==> run_1/closeup.png <==
Region (37, 14) to (67, 44) um. Cells in grey, sequential cells in the stronger grey; small squares are vias.
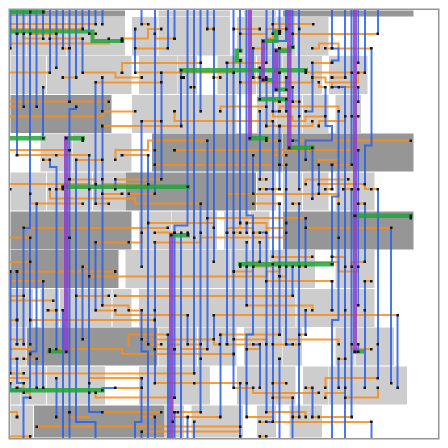
==> run_1/ff_map.png <==
The bar under the picture is 20 um long. Other sequential cells in the stronger grey, the rest of the logic in the fainter grey.
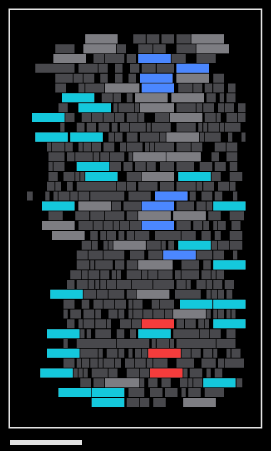
==> run_1/clock_wires.png <==
The bar under the picture is 20 um long.
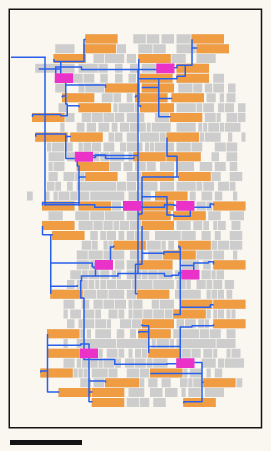
`config.mk`:
```
export PLATFORM = sky130hd
export DESIGN_NAME = fd_chain
export DESIGN_NICKNAME = d
export VERILOG_FILES = /design/src/rtl/fd_chain_pkg.sv /design/src/rtl/fd_stage.sv /design/src/rtl/fd_chain.sv
export SDC_FILE = /design/constraint.sdc
export NUM_CORES = 1
export LEC_CHECK = 0
export CORE_ASPECT_RATIO = 1.75
export CORE_MARGIN = 4
export CORE_UTILIZATION = 55
export CTS_BUF_LIST = sky130_fd_sc_hd__clkbuf_4 sky130_fd_sc_hd__clkbuf_8
export CTS_CLUSTER_SIZE = 24
export DETAILED_ROUTE_END_ITERATION = 8
export PLACE_DENSITY = 0.78
export SYNTH_ARGS = -nofsm -noshare
export SYNTH_HDL_FRONTEND = slang
export SYNTH_SLANG_ARGS = --single-unit
```
`constraint.sdc`:
```
create_clock -name clock -period 3 [get_ports clock]
set_input_delay 0.6 -clock clock [delete_from_list [all_inputs] [get_ports clock]]
set_output_delay 0.6 -clock clock [all_outputs]
set_load 0.01 [all_outputs]
```
`src/rtl/fd_chain_pkg.sv`:
```
// Shared constants and types for the cascaded frequency-divider chain.
package fd_chain_pkg;
   localparam int CNT_W_DEF  = 8;
   localparam int MAX_STAGES = 8;
   localparam int STAGE_W    = $clog2(MAX_STAGES);

   localparam logic [23:0] DIV_RST_DEF = {8'd1, 8'd10, 8'd5};

   typedef logic [STAGE_W-1:0] stage_idx_t;
endpackage

```
`src/rtl/fd_stage.sv`:
```
// One divider stage: counter, divisor register and optional square toggle.
// Square flops exist only when FD_CHAIN_SQUARE_EN is defined.
module fd_stage
   import fd_chain_pkg::*;
#(
   parameter int               CNT_W    = CNT_W_DEF,
   parameter logic [CNT_W-1:0] DIV_INIT = '0
) (
   input  logic             clock,
   input  logic             reset,
   input  logic             clear,
   input  logic             count_en,
   input  logic             load,
   input  logic [CNT_W-1:0] load_value,
   output logic             last,
   output logic             square
);

   logic [CNT_W-1:0] cnt;
   logic [CNT_W-1:0] div;
   logic             wrap;

   // A zero divisor never reaches its last count, so it never ticks.
   assign last = (div != '0) && (cnt == div - CNT_W'(1));
   assign wrap = count_en & last;

   always_ff @(posedge clock or negedge reset) begin
      if (!reset) begin
         cnt <= '0;
         div <= DIV_INIT;
      end else if (clear) begin
         cnt <= '0;
      end else if (load) begin
         div <= load_value;
         cnt <= '0;
      end else if (count_en) begin
         if (wrap || div == '0)
            cnt <= '0;
         else
            cnt <= cnt + CNT_W'(1);
      end
   end

`ifdef FD_CHAIN_SQUARE_EN
   logic sq;

   always_ff @(posedge clock or negedge reset) begin
      if (!reset)
         sq <= 1'b0;
      else if (clear)
         sq <= 1'b0;
      else if (wrap)
         sq <= ~sq;
   end

   assign square = sq;
`else
   assign square = 1'b0;
`endif

endmodule

```
`src/rtl/fd_chain.sv`:
```
// Cascaded frequency divider with a single-slot divisor write port.
// Define FD_CHAIN_SQUARE_EN to build the per-stage square outputs.
module fd_chain
   import fd_chain_pkg::*;
#(
   parameter int NUM_STAGES = 3,
   parameter int CNT_W      = CNT_W_DEF,
   parameter logic [NUM_STAGES*CNT_W-1:0] DIV_RST = DIV_RST_DEF
) (
   input  logic                  clock,
   input  logic                  reset,
   input  logic                  enable,
   input  logic                  clear,
   input  logic                  div_wr_valid,
   input  logic [STAGE_W-1:0]    div_wr_stage,
   input  logic [CNT_W-1:0]      div_wr_value,
   output logic                  div_wr_ready,
   output logic [NUM_STAGES-1:0] tick,
   output logic [NUM_STAGES-1:0] square,
   output logic                  err
);

   localparam logic [STAGE_W:0] N_ST = NUM_STAGES[STAGE_W:0];

   logic                  pend_valid;
   stage_idx_t            pend_stage;
   logic [CNT_W-1:0]      pend_value;
   logic [NUM_STAGES-1:0] last;
   logic [NUM_STAGES-1:0] count_en;
   logic [NUM_STAGES-1:0] load;
   logic                  run;
   logic                  wr_fire;
   logic                  wr_bad;
   logic                  applied;

   assign div_wr_ready = ~pend_valid & ~clear;
   assign wr_fire      = div_wr_valid & div_wr_ready;
   assign wr_bad       = {1'b0, div_wr_stage} >= N_ST;
   assign applied      = |load;

   // Zero-latency carry: each stage ticks in the same cycle as its feeder.
   always_comb begin
      count_en = '0;
      tick     = '0;
      run      = enable & ~clear;
      for (int k = 0; k < NUM_STAGES; k++) begin
         count_en[k] = run;
         run         = run & last[k];
         tick[k]     = run;
      end
   end

   for (genvar k = 0; k < NUM_STAGES; k++) begin : g_stage
      assign load[k] = pend_valid & ~clear
                     & (pend_stage == stage_idx_t'(k))
                     & (~enable | tick[k]);

      fd_stage #(
         .CNT_W    (CNT_W),
         .DIV_INIT (DIV_RST[k*CNT_W +: CNT_W])
      ) u_stage (
         .clock      (clock),
         .reset      (reset),
         .clear      (clear),
         .count_en   (count_en[k]),
         .load       (load[k]),
         .load_value (pend_value),
         .last       (last[k]),
         .square     (square[k])
      );
   end

   always_ff @(posedge clock or negedge reset) begin
      if (!reset) begin
         pend_valid <= 1'b0;
         pend_stage <= '0;
         pend_value <= '0;
         err        <= 1'b0;
      end else if (clear) begin
         pend_valid <= 1'b0;
         err        <= 1'b0;
      end else if (wr_fire) begin
         if (wr_bad) begin
            err <= 1'b1;
         end else begin
            pend_valid <= 1'b1;
            pend_stage <= div_wr_stage;
            pend_value <= div_wr_value;
         end
      end else if (applied) begin
         pend_valid <= 1'b0;
      end
   end

endmodule

```
==> Changelog: implementation, run 1 <==
### Implementation results

- Max power group: combinational logic
- Vias: 3,067
- Adder-cell area share of the yosys netlist: 0.0310
- Sw Ratio: 0.324
- Die width: 69.4 um
- CP peak stage delay: 550 ps
- Synth Area per Inst: 10.2 um^2
- Synth Warn #: 0
- Routed length on met1: 3570 um
- Clock Network Area Fraction: 0.0602
- Cell type with the largest total area: dfrtp_1
- Setup TNS: -929 ps
- Pwr Density: 702 nW/um^2
- Seq/total area: 0.329
- Comb/total area: 0.446
- Setup WS post-layout: -233 ps
- Place WS: -492 ps
- Yosys simple share: 0.200
- Type of origin of the critical path: flip-flop
- Final core occ: 0.736
- GRT busiest layer: met2
- Clock share of power: 0.313
- Final Hold Viols: 0
- R2r endpoint: g_stage[1].u_stage.div[4]
- Failing checks: negative setup slack
- Max-slew headroom: 0.632
- Die height: 115 um
- Max Fclk: 0.309 GHz
- Max cap viols: 0
- Ys async rst share: 1.00
- Global-route wire length before repair: 15,500 um
- Invs w/o clock: 16
- Pre-antenna DRT Iters: 5
- Fin Hold WS: 182 ps
- Final Power: 3.27 mW
- Worst-Margin Slew: 553 ps
- Yosys cell types: 57
- # nets final: 446
- Post-synth EDFFs: 0
- Internal power: 2.21 mW
- # DRC: 0
- Core ar.: 6320 um^2
- Crit share post-route: 1.08
- Post-CTS sizing: 29
- Final setup viols: 11
- Buf/Inv on CP: 3
- Status: finished, violations left
- Clk sinks: 61
- Chip footprint: 8010 um^2
- Most numerous cell in the Yosys netlist: dfrtp_1
- Most common reg cell: dfrtp_1
- Combinational gates: 262
- CP startpoint: g_stage[0].u_stage.div[0]
- Ant diodes: 0
- Buffer share of cell area: 0.130
- Placement Cell Area: 4160 um^2
Notes on closeup.png above:
| colour | layer |
|---|---|
| purple | M4 |
| green | M3 |
| orange | M1 |
| blue | M2 |
most frequent: dfrtp_1 (9), buf_4 (8)
cells with their middle in the window: 70
sequential cells in the window: 9
netlist names of flops here include: g_stage.u_stage.cnt (4), pend_stage (3)

Notes on ff_map.png above:
| colour | signal | placed flops |
|---|---|---|
| blue | pend_value | 8 |
| cyan | g_stage.u_stage.cnt | 24 |
| red | pend_stage | 3 |
not coloured: 26
sequential power: 1.08 mW
Storage cell area: 1530 um^2

Notes on clock_wires.png above:
[orange] flip-flops | count: 61
[blue] clock wires | length: 810 um
[magenta] clock-net drivers | count: 9
routed clock nets: 10
clock latency on the worst-skew pair: 360 ps
clock-net power: 1.02 mW
clock skew: 8.42 ps

## run 1: cells in the final DEF, fill, tap and decap left out, types with 5 or more instances in the layout
cell             Yosys  layout
a21oi_1              9       8
a31oi_1              6       6
buf_4                7      46
clkbuf_8             0      11
clkdlybuf4s50_1      0      16
dfrtp_1             56      56
dfstp_2              5       5
ha_1                 9       8
inv_1               16      15
mux2_1              12       8
mux2_2              22      13
mux2_4               0      13
nand2_1             17      17
nand2b_1             5       5
nand3_1             19      19
nand4_1              7       7
nor2_1              28      28
nor3_1              11      11
nor4_1               8       6
o21ai_0              5       5
xnor2_1             20      19
xor2_1              20      20
## run 1: state kept, by name, indices dropped and copies added (netlist names)
register / cells
g_stage.u_stage.cnt: 24
g_stage.u_stage.div: 24
pend_value: 8
pend_stage: 3
err: 1
pend_valid: 1
==> run 2, diff against run 1 <==
PLACE_DENSITY = unset   (was 0.78)
PLACE_DENSITY_LB_ADDON = 0.25   (was unset)
==> run_2/sizing.png <==
The bar under the picture is 20 um long.
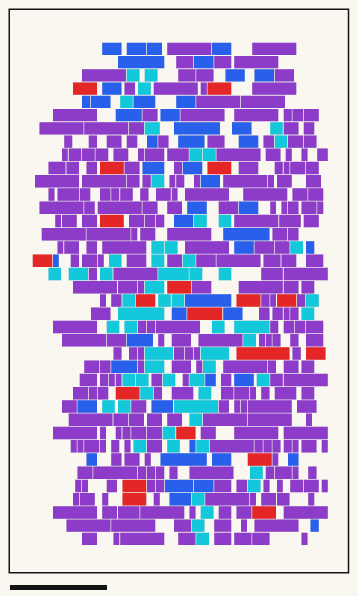
| colour | size | cells |
|---|---|---|
| cyan | x3 and x4 | 61 |
| blue | x2 | 48 |
| purple | x1 and smaller | 299 |
| red | x6 and larger | 19 |
fin area: 4560 um^2
Setup WS post-layout: -87.9 ps
Non-clk bufs: 72
Layout area overhead: 25.6%

==> Changelog: implementation, run 2 <==
### Implementation results

- Status: finished, violations left
- CP peak stage delay: 510 ps
- # DRC: 0
- Clk sinks: 61
- Clock skew: 6.35 ps
- Synth Area per Inst: 10.2 um^2
- Yosys cell types: 57
- Most used logic cell in the final layout: dfrtp_1
- R2r endpoint: g_stage[1].u_stage.div[5]
- # nets final: 447
- Die width: 69.4 um
- Setup WS post-layout: -87.9 ps
- Routed Antenna Nets: 0
- Chip footprint: 8010 um^2
- Largest registers: g_stage.u_stage.cnt: 24 flops, g_stage.u_stage.div: 24 flops, pend_value: 8 flops
- Detailed placement HPWL: 6420 um
- Die height: 115 um
- Vias per cell: 5.83
- Post-synth top area share: 0.386
- Worst Setup EP: tick[2]
- Pwr Density: 679 nW/um^2
- Most numerous cell in the Yosys netlist: dfrtp_1
- Met3 wire length: 251 um
- Static leakage: 2.04 nW
- Crit share post-route: 1.03
- Pre-antenna DRT Iters: 4
- Adder-cell area share of the yosys netlist: 0.0310
- Synth Warn #: 0
- Placement Cell Area: 4160 um^2
- Critical path's slowest cell: or4_4
- GP Congestion: 0.915
- Cell type with the largest total area: dfrtp_1
- CP max FO: 5
- Deepest clock path buffer count: 2
- Ant diodes: 0
- Most common logic cells in the final layout: dfrtp_1 (56), buf_4 (48), nor2_1 (27)
- Routed length on met1: 3460 um
- Type of origin of the critical path: flip-flop
- Final core occ: 0.721
- Core ar.: 6320 um^2
- Yosys simple share: 0.200
- Place WS: -489 ps
- Max cap viols: 0
- Final Power: 3.09 mW
- Max Fclk: 0.324 GHz
- Post-CTS sizing: 21
- Met1 usage: 0.262
- Final setup viols: 2
- Area fraction in mux cells: 0.108
- Global-route wire length before repair: 14,800 um
- Setup TNS: -95.0 ps
- Ys async rst share: 1.00
- Buf/Inv on CP: 2
- Failing checks: negative setup slack
- Commonest cells post-synth: dfrtp_1 (56), nor2_1 (28), mux2_2 (22), xnor2_1 (20), xor2_1 (20)
- CP startpoint: g_stage[0].u_stage.div[0]
- Post-synth EDFFs: 0
- Post-Synth XOR/XNOR Area: 0.0966
- Fin Hold WS: 153 ps
- Vias: 2,956
- Peak VDD IR: 0.000448 V
- Clock latency on the worst-skew pair: 350 ps
- Syn Inst Count: 354
- Most common reg cell: dfrtp_1
- GRT busiest layer: met2
- Final Hold Viols: 0
- GR Util All Layers: 0.239
run 2: cells by family after synthesis:
family / after synthesis
xor gates and xnor gates: 40
adders and majority gates: 9
and+or+nand+nor: 130
AOI/OAI and AO/OA: 45
DFF: 61
muxes: 35
buffers and inverters: 33
other: 1
run 2: layout make-up:
| cell class | count | area, um^2 |
|---|---|---|
| Timing Repair Buffer | 72 | 607 |
| Fill cell | 453 | 1770 |
| Clock inverter | 3 | 42.5 |
| Clock buffer | 13 | 173 |
| Inverter | 16 | 60.1 |
| Tap cell | 80 | 100 |
| Sequential cell | 61 | 1530 |
| Multi-Input combinational cell | 262 | 2040 |
run 2: where the power goes:
part           leakage (nW)  switching (mW)  internal, mW  total (mW)
registers             0.803           0.132         0.945        1.08
logic                  1.13           0.597         0.635        1.23
clock network         0.109           0.327         0.460       0.786
Power figures rest on the tool's default switching activity, not on a simulated workload.
